**src/rtl/lfsr_pkg.sv**
```systemverilog
// Shared LFSR types, default maximal-length tap masks and a single-step helper.
// The helper works on a 32-bit container; callers pass the real width.
package lfsr_pkg;

  typedef enum logic {
    LFSR_FIB = 1'b0,
    LFSR_GAL = 1'b1
  } lfsr_mode_e;

  localparam int unsigned LFSR_MAX_W = 32;

  localparam logic [3:0]  LFSR_TAPS_4  = 4'hC;
  localparam logic [7:0]  LFSR_TAPS_8  = 8'hB8;
  localparam logic [15:0] LFSR_TAPS_16 = 16'hB400;
  localparam logic [31:0] LFSR_TAPS_32 = 32'h8020_0003;

  typedef struct packed {
    logic [LFSR_MAX_W-1:0] next;
    logic                  out_bit;
  } lfsr_step_t;

  function automatic lfsr_step_t lfsr_step(input logic [LFSR_MAX_W-1:0] state,
                                           input logic [LFSR_MAX_W-1:0] taps,
                                           input int unsigned           width,
                                           input lfsr_mode_e            mode);
    lfsr_step_t            res;
    logic [LFSR_MAX_W-1:0] mask;
    logic                  msb;
    mask = 32'hFFFF_FFFF >> (LFSR_MAX_W - width);
    msb  = |(state & (32'h1 << (width - 1)));
    if (mode == LFSR_FIB) begin
      res.out_bit = ^(state & taps & mask);
      res.next    = ((state << 1) | {31'd0, res.out_bit}) & mask;
    end else begin
      res.out_bit = msb;
      res.next    = ((state << 1) ^ (msb ? taps : '0)) & mask;
    end
    return res;
  endfunction

endpackage

```
**src/rtl/lfsr_step_comb.sv**
```systemverilog
// One combinational LFSR step; the top chains STEPS of these per clock.
module lfsr_step_comb
  import lfsr_pkg::*;
#(
  parameter int               WIDTH = 16,
  parameter logic [WIDTH-1:0] TAPS  = LFSR_TAPS_16,
  parameter lfsr_mode_e       MODE  = LFSR_FIB
) (
  input  logic [WIDTH-1:0] state_i,
  output logic [WIDTH-1:0] next_o,
  output logic             bit_o
);

  lfsr_step_t res;
  logic       unused_hi;

  always_comb begin
    res = lfsr_step(32'(state_i), 32'(TAPS), WIDTH, MODE);
  end

  assign next_o    = res.next[WIDTH-1:0];
  assign bit_o     = res.out_bit;
  // upper container bits are always masked to zero
  assign unused_hi = ^res.next;

endmodule

```
**src/rtl/lfsr_gen.sv**
```systemverilog
// Parametrised LFSR generator: STEPS chained steps per enabled clock, runtime
// seed load with zero-seed recovery, per-advance output bits and wrap pulse.
module lfsr_gen
  import lfsr_pkg::*;
#(
  parameter int               WIDTH  = 16,
  parameter logic [WIDTH-1:0] TAPS   = 16'hB400,
  parameter logic [WIDTH-1:0] SEED   = 16'h0001,
  parameter int               GALOIS = 0,
  parameter int               STEPS  = 1
) (
  input  logic             clk,
  input  logic             rst,
  input  logic             en_i,
  input  logic             load_i,
  input  logic [WIDTH-1:0] seed_in_i,
  output logic [WIDTH-1:0] state_o,
  output logic [STEPS-1:0] bits_out_o,
  output logic             out_valid_o,
  output logic             wrap_o,
  output logic             lockup_o
);

  localparam lfsr_mode_e MODE = (GALOIS != 0) ? LFSR_GAL : LFSR_FIB;

  if (SEED == '0) begin : g_bad_seed
    $error("lfsr_gen: SEED must be non-zero");
  end
  if (WIDTH < 2 || WIDTH > 32) begin : g_bad_width
    $error("lfsr_gen: WIDTH must be 2..32");
  end
  if (STEPS < 1 || STEPS > WIDTH) begin : g_bad_steps
    $error("lfsr_gen: STEPS must be 1..WIDTH");
  end

  logic [WIDTH-1:0] state_q, state_d;
  logic [STEPS-1:0] bits_q, bits_d;
  logic             valid_q, valid_d;
  logic             wrap_q, wrap_d;
  logic             lockup_q, lockup_d;

  logic [WIDTH-1:0] chain [STEPS+1];
  logic [STEPS-1:0] step_bits;
  logic [STEPS-1:0] seed_hit;

  assign chain[0] = state_q;

  for (genvar k = 0; k < STEPS; k++) begin : g_step
    lfsr_step_comb #(
      .WIDTH (WIDTH),
      .TAPS  (TAPS),
      .MODE  (MODE)
    ) u_step (
      .state_i (chain[k]),
      .next_o  (chain[k+1]),
      .bit_o   (step_bits[k])
    );
    assign seed_hit[k] = (chain[k+1] == SEED);
  end

  always_comb begin
    state_d  = state_q;
    bits_d   = bits_q;
    valid_d  = 1'b0;
    wrap_d   = 1'b0;
    lockup_d = 1'b0;
    if (load_i) begin
      // a zero seed would freeze the register, so substitute SEED and flag it
      if (seed_in_i == '0) begin
        state_d  = SEED;
        lockup_d = 1'b1;
      end else begin
        state_d = seed_in_i;
      end
    end else if (en_i) begin
      state_d = chain[STEPS];
      bits_d  = step_bits;
      valid_d = 1'b1;
      wrap_d  = |seed_hit;
    end
  end

  always_ff @(posedge clk) begin
    if (rst) begin
      state_q  <= SEED;
      bits_q   <= '0;
      valid_q  <= 1'b0;
      wrap_q   <= 1'b0;
      lockup_q <= 1'b0;
    end else begin
      state_q  <= state_d;
      bits_q   <= bits_d;
      valid_q  <= valid_d;
      wrap_q   <= wrap_d;
      lockup_q <= lockup_d;
    end
  end

  assign state_o     = state_q;
  assign bits_out_o  = bits_q;
  assign out_valid_o = valid_q;
  assign wrap_o      = wrap_q;
  assign lockup_o    = lockup_q;

endmodule
```
**config.mk**
```make
export PLATFORM = sky130hd
export DESIGN_NAME = lfsr_gen
export DESIGN_NICKNAME = d
export VERILOG_FILES = /design/src/rtl/lfsr_pkg.sv /design/src/rtl/lfsr_step_comb.sv /design/src/rtl/lfsr_gen.sv
export SDC_FILE = /design/constraint.sdc
export NUM_CORES = 1
export LEC_CHECK = 0
export CELL_PAD_IN_SITES_DETAIL_PLACEMENT = 1
export CELL_PAD_IN_SITES_GLOBAL_PLACEMENT = 1
export CORE_MARGIN = 4
export CORE_UTILIZATION = 36
export CTS_BUF_LIST = sky130_fd_sc_hd__clkbuf_4
export DETAILED_ROUTE_END_ITERATION = 10
export GPL_TIMING_DRIVEN = 0
export PLACE_DENSITY = 0.82
export SYNTH_ARGS = -nofsm -noshare
export SYNTH_HDL_FRONTEND = slang
export SYNTH_HIERARCHICAL = 1
export SYNTH_SLANG_ARGS = --single-unit
export TNS_END_PERCENT = 10
```
**constraint.sdc**
```tcl
create_clock -name clk -period 1.5 [get_ports clk]
set_input_delay 0.3 -clock clk [delete_from_list [all_inputs] [get_ports clk]]
set_output_delay 0.3 -clock clk [all_outputs]
set_load 0.01 [all_outputs]
```
==> summary.txt <==
Implementation results are summarized by area below.

Outcome
The run finished with clean final reports.

Final timing
The final timing report lists clock skew as 2.50 ps. After layout, the worst setup slack is 86.0 ps. OpenROAD reports that the post-layout worst path occupies 94.3% of the period. The final setup violation count is 0.

Layout
The inverter tally of the final layout excluding the clock network is 1. The post-layout net count is 190. The fraction of final layout cells with drive strength greater than 1 is 50.9%. The number of multi-input combinational cells in the layout is 70.

Placed design
The post-placement worst setup slack is -114 ps. RePlAce ended its routability-driven mode at a weighted congestion of 0.736. Port buffering added 36 buffers.

Route
The via count is 1,001. After detailed routing, the met2 layer carries 1670 um of wire.

Synthesis
In the synthesized netlist, the cells that appear most often are sky130_fd_sc_hd__buf_4, sky130_fd_sc_hd__dfxtp_1, sky130_fd_sc_hd__mux2i_1, sky130_fd_sc_hd__nor2_1, sky130_fd_sc_hd__mux2_2. For this run, the chip area from Yosys synthesis comes to 1270 um^2. The synthesized net count is 149. Summing every instance area after synthesis gives 1270 um^2.

Global route
The total global routing overflow is 0. The initial antenna violation count is 0.

Clock network
The maximum buffer depth of the clock tree is 2. The depth of the CTS H-tree is 1. Clock latency on the worst-skew pair, taken at its later pin, is 300 ps. TritonCTS reports the number of clock sinks as 20.

Counting the buffers created by CTS gives 3. The clock-pin slew reported for the worst setup and hold paths after clock tree synthesis is 110 ps.

Die
During I/O placement, the number of pins put on the boundary was 40. The number of well taps is 46.

Setup path
The critical path is of the flip-flop to flip-flop type. The endpoint required time on the critical path is 1690 ps. The timing startpoint of the critical path is state_o[10]$_SDFFE_PP0P_.
==> what timing repair did <==
item,4_1_cts,5_1_grt
resized,31,6
setup endpoints to repair,16,7
hold endpoints to repair,0,0
pin swaps,0,1
==> through the flow <==
| stage | utilization (%) | TNS, ps | cell area (um^2) | hold WS [ps] |
|---|---|---|---|---|
| after CTS | 50.5 | -77.1 | 1700 | 304 |
| after detailed placement | 50.1 | -226 | 1690 | 501 |
| after floorplan | - | 0 | 1270 | 447 |
| final | 51.0 | 0 | 1720 | 311 |
| after global placement | 50.1 | -165 | 1690 | 484 |
| after global routing | 51.0 | -2.82 | 1720 | 307 |
==> registers in the layout, summed over array words and instances, names as in the netlist <==
register / cells
bits_out_o: 1
lockup_o: 1
out_valid_o: 1
state_o: 16
wrap_o: 1
==> kinds of logic (layout without fill, tap and decap cells) <==
logic type | count (synthesis) | count (layout) | share of synthesized area [%]
AOI/OAI and AO/OA | 2 | 2 | 1.18
xor gates and xnor gates | 3 | 3 | 2.07
buffers and inverters | 39 | 79 | 23.6
DFF | 20 | 20 | 31.6
muxes | 31 | 31 | 28.0
and+or+nand+nor | 34 | 34 | 13.6
==> routing by layer <==
metal  vias to the layer above  track usage, %
met5                         -               0
met4                         0            3.80
met3                         2            2.33
met2                        19            27.2
met1                       491            18.4
li1                        489               -
==> worst min-delay path by stage <==
stage | start | depth (start not counted) | to
final | rst | 2 | state_o[4]$_SDFFE_PP0P_
after global routing | load_i | 2 | out_valid_o$_SDFF_PP0_
after CTS | rst | 2 | state_o[3]$_SDFFE_PP0P_
after detailed placement | bits_out_o$_SDFFE_PP0P_ | 2 | bits_out_o$_SDFFE_PP0P_
after global placement | bits_out_o$_SDFFE_PP0P_ | 2 | bits_out_o$_SDFFE_PP0P_
after floorplan | seed_in_i[10] | 2 | state_o[10]$_SDFFE_PP0P_
layer_met1.png
Scale bar: 20 um. Supply wires on this layer in gray.
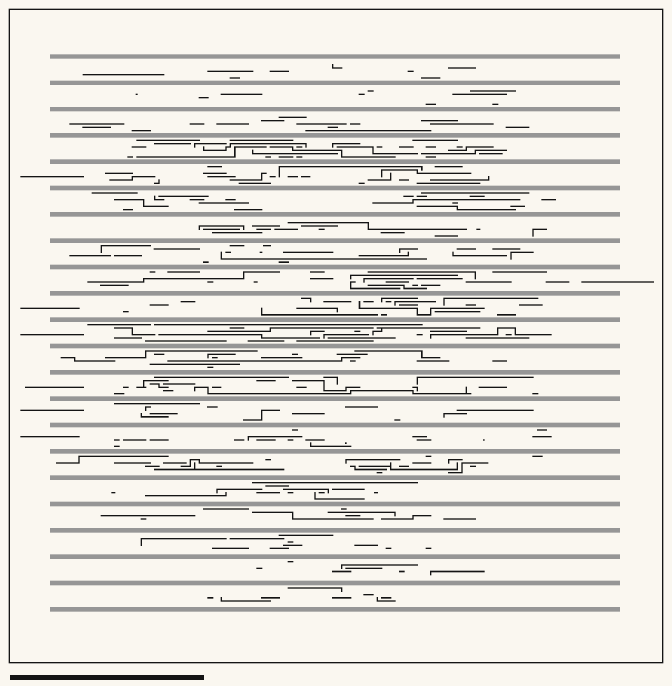
wire length on this layer: 1,300 um
nets with wire on the layer: 161
main direction: horizontal
share of all routed wire: 42%
longest straight run: 27.6 um

layer_met2.png
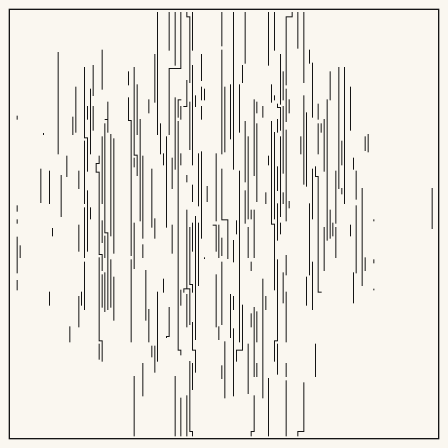
wire length on this layer: 1,670 um
nets with wire on the layer: 176

layer_met3.png
Scale bar: 20 um. Cells faint in the background.
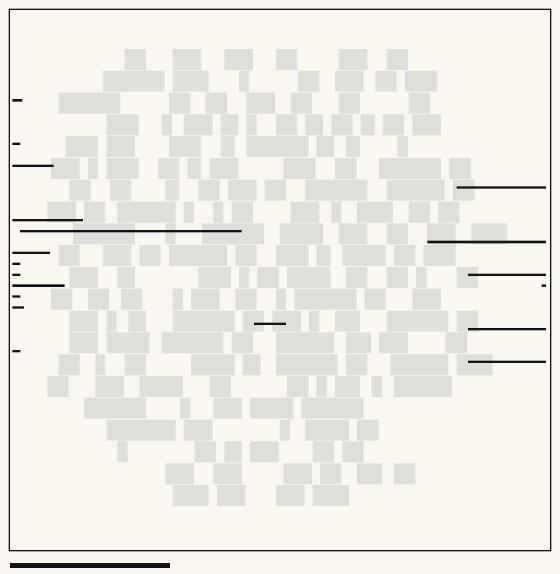
nets with wire on the layer: 18
main direction: horizontal

clocks.png
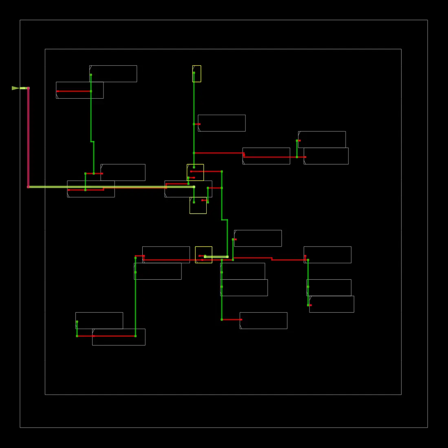
count of clock buffers in the final design: 3
number of sequential storage elements: 20

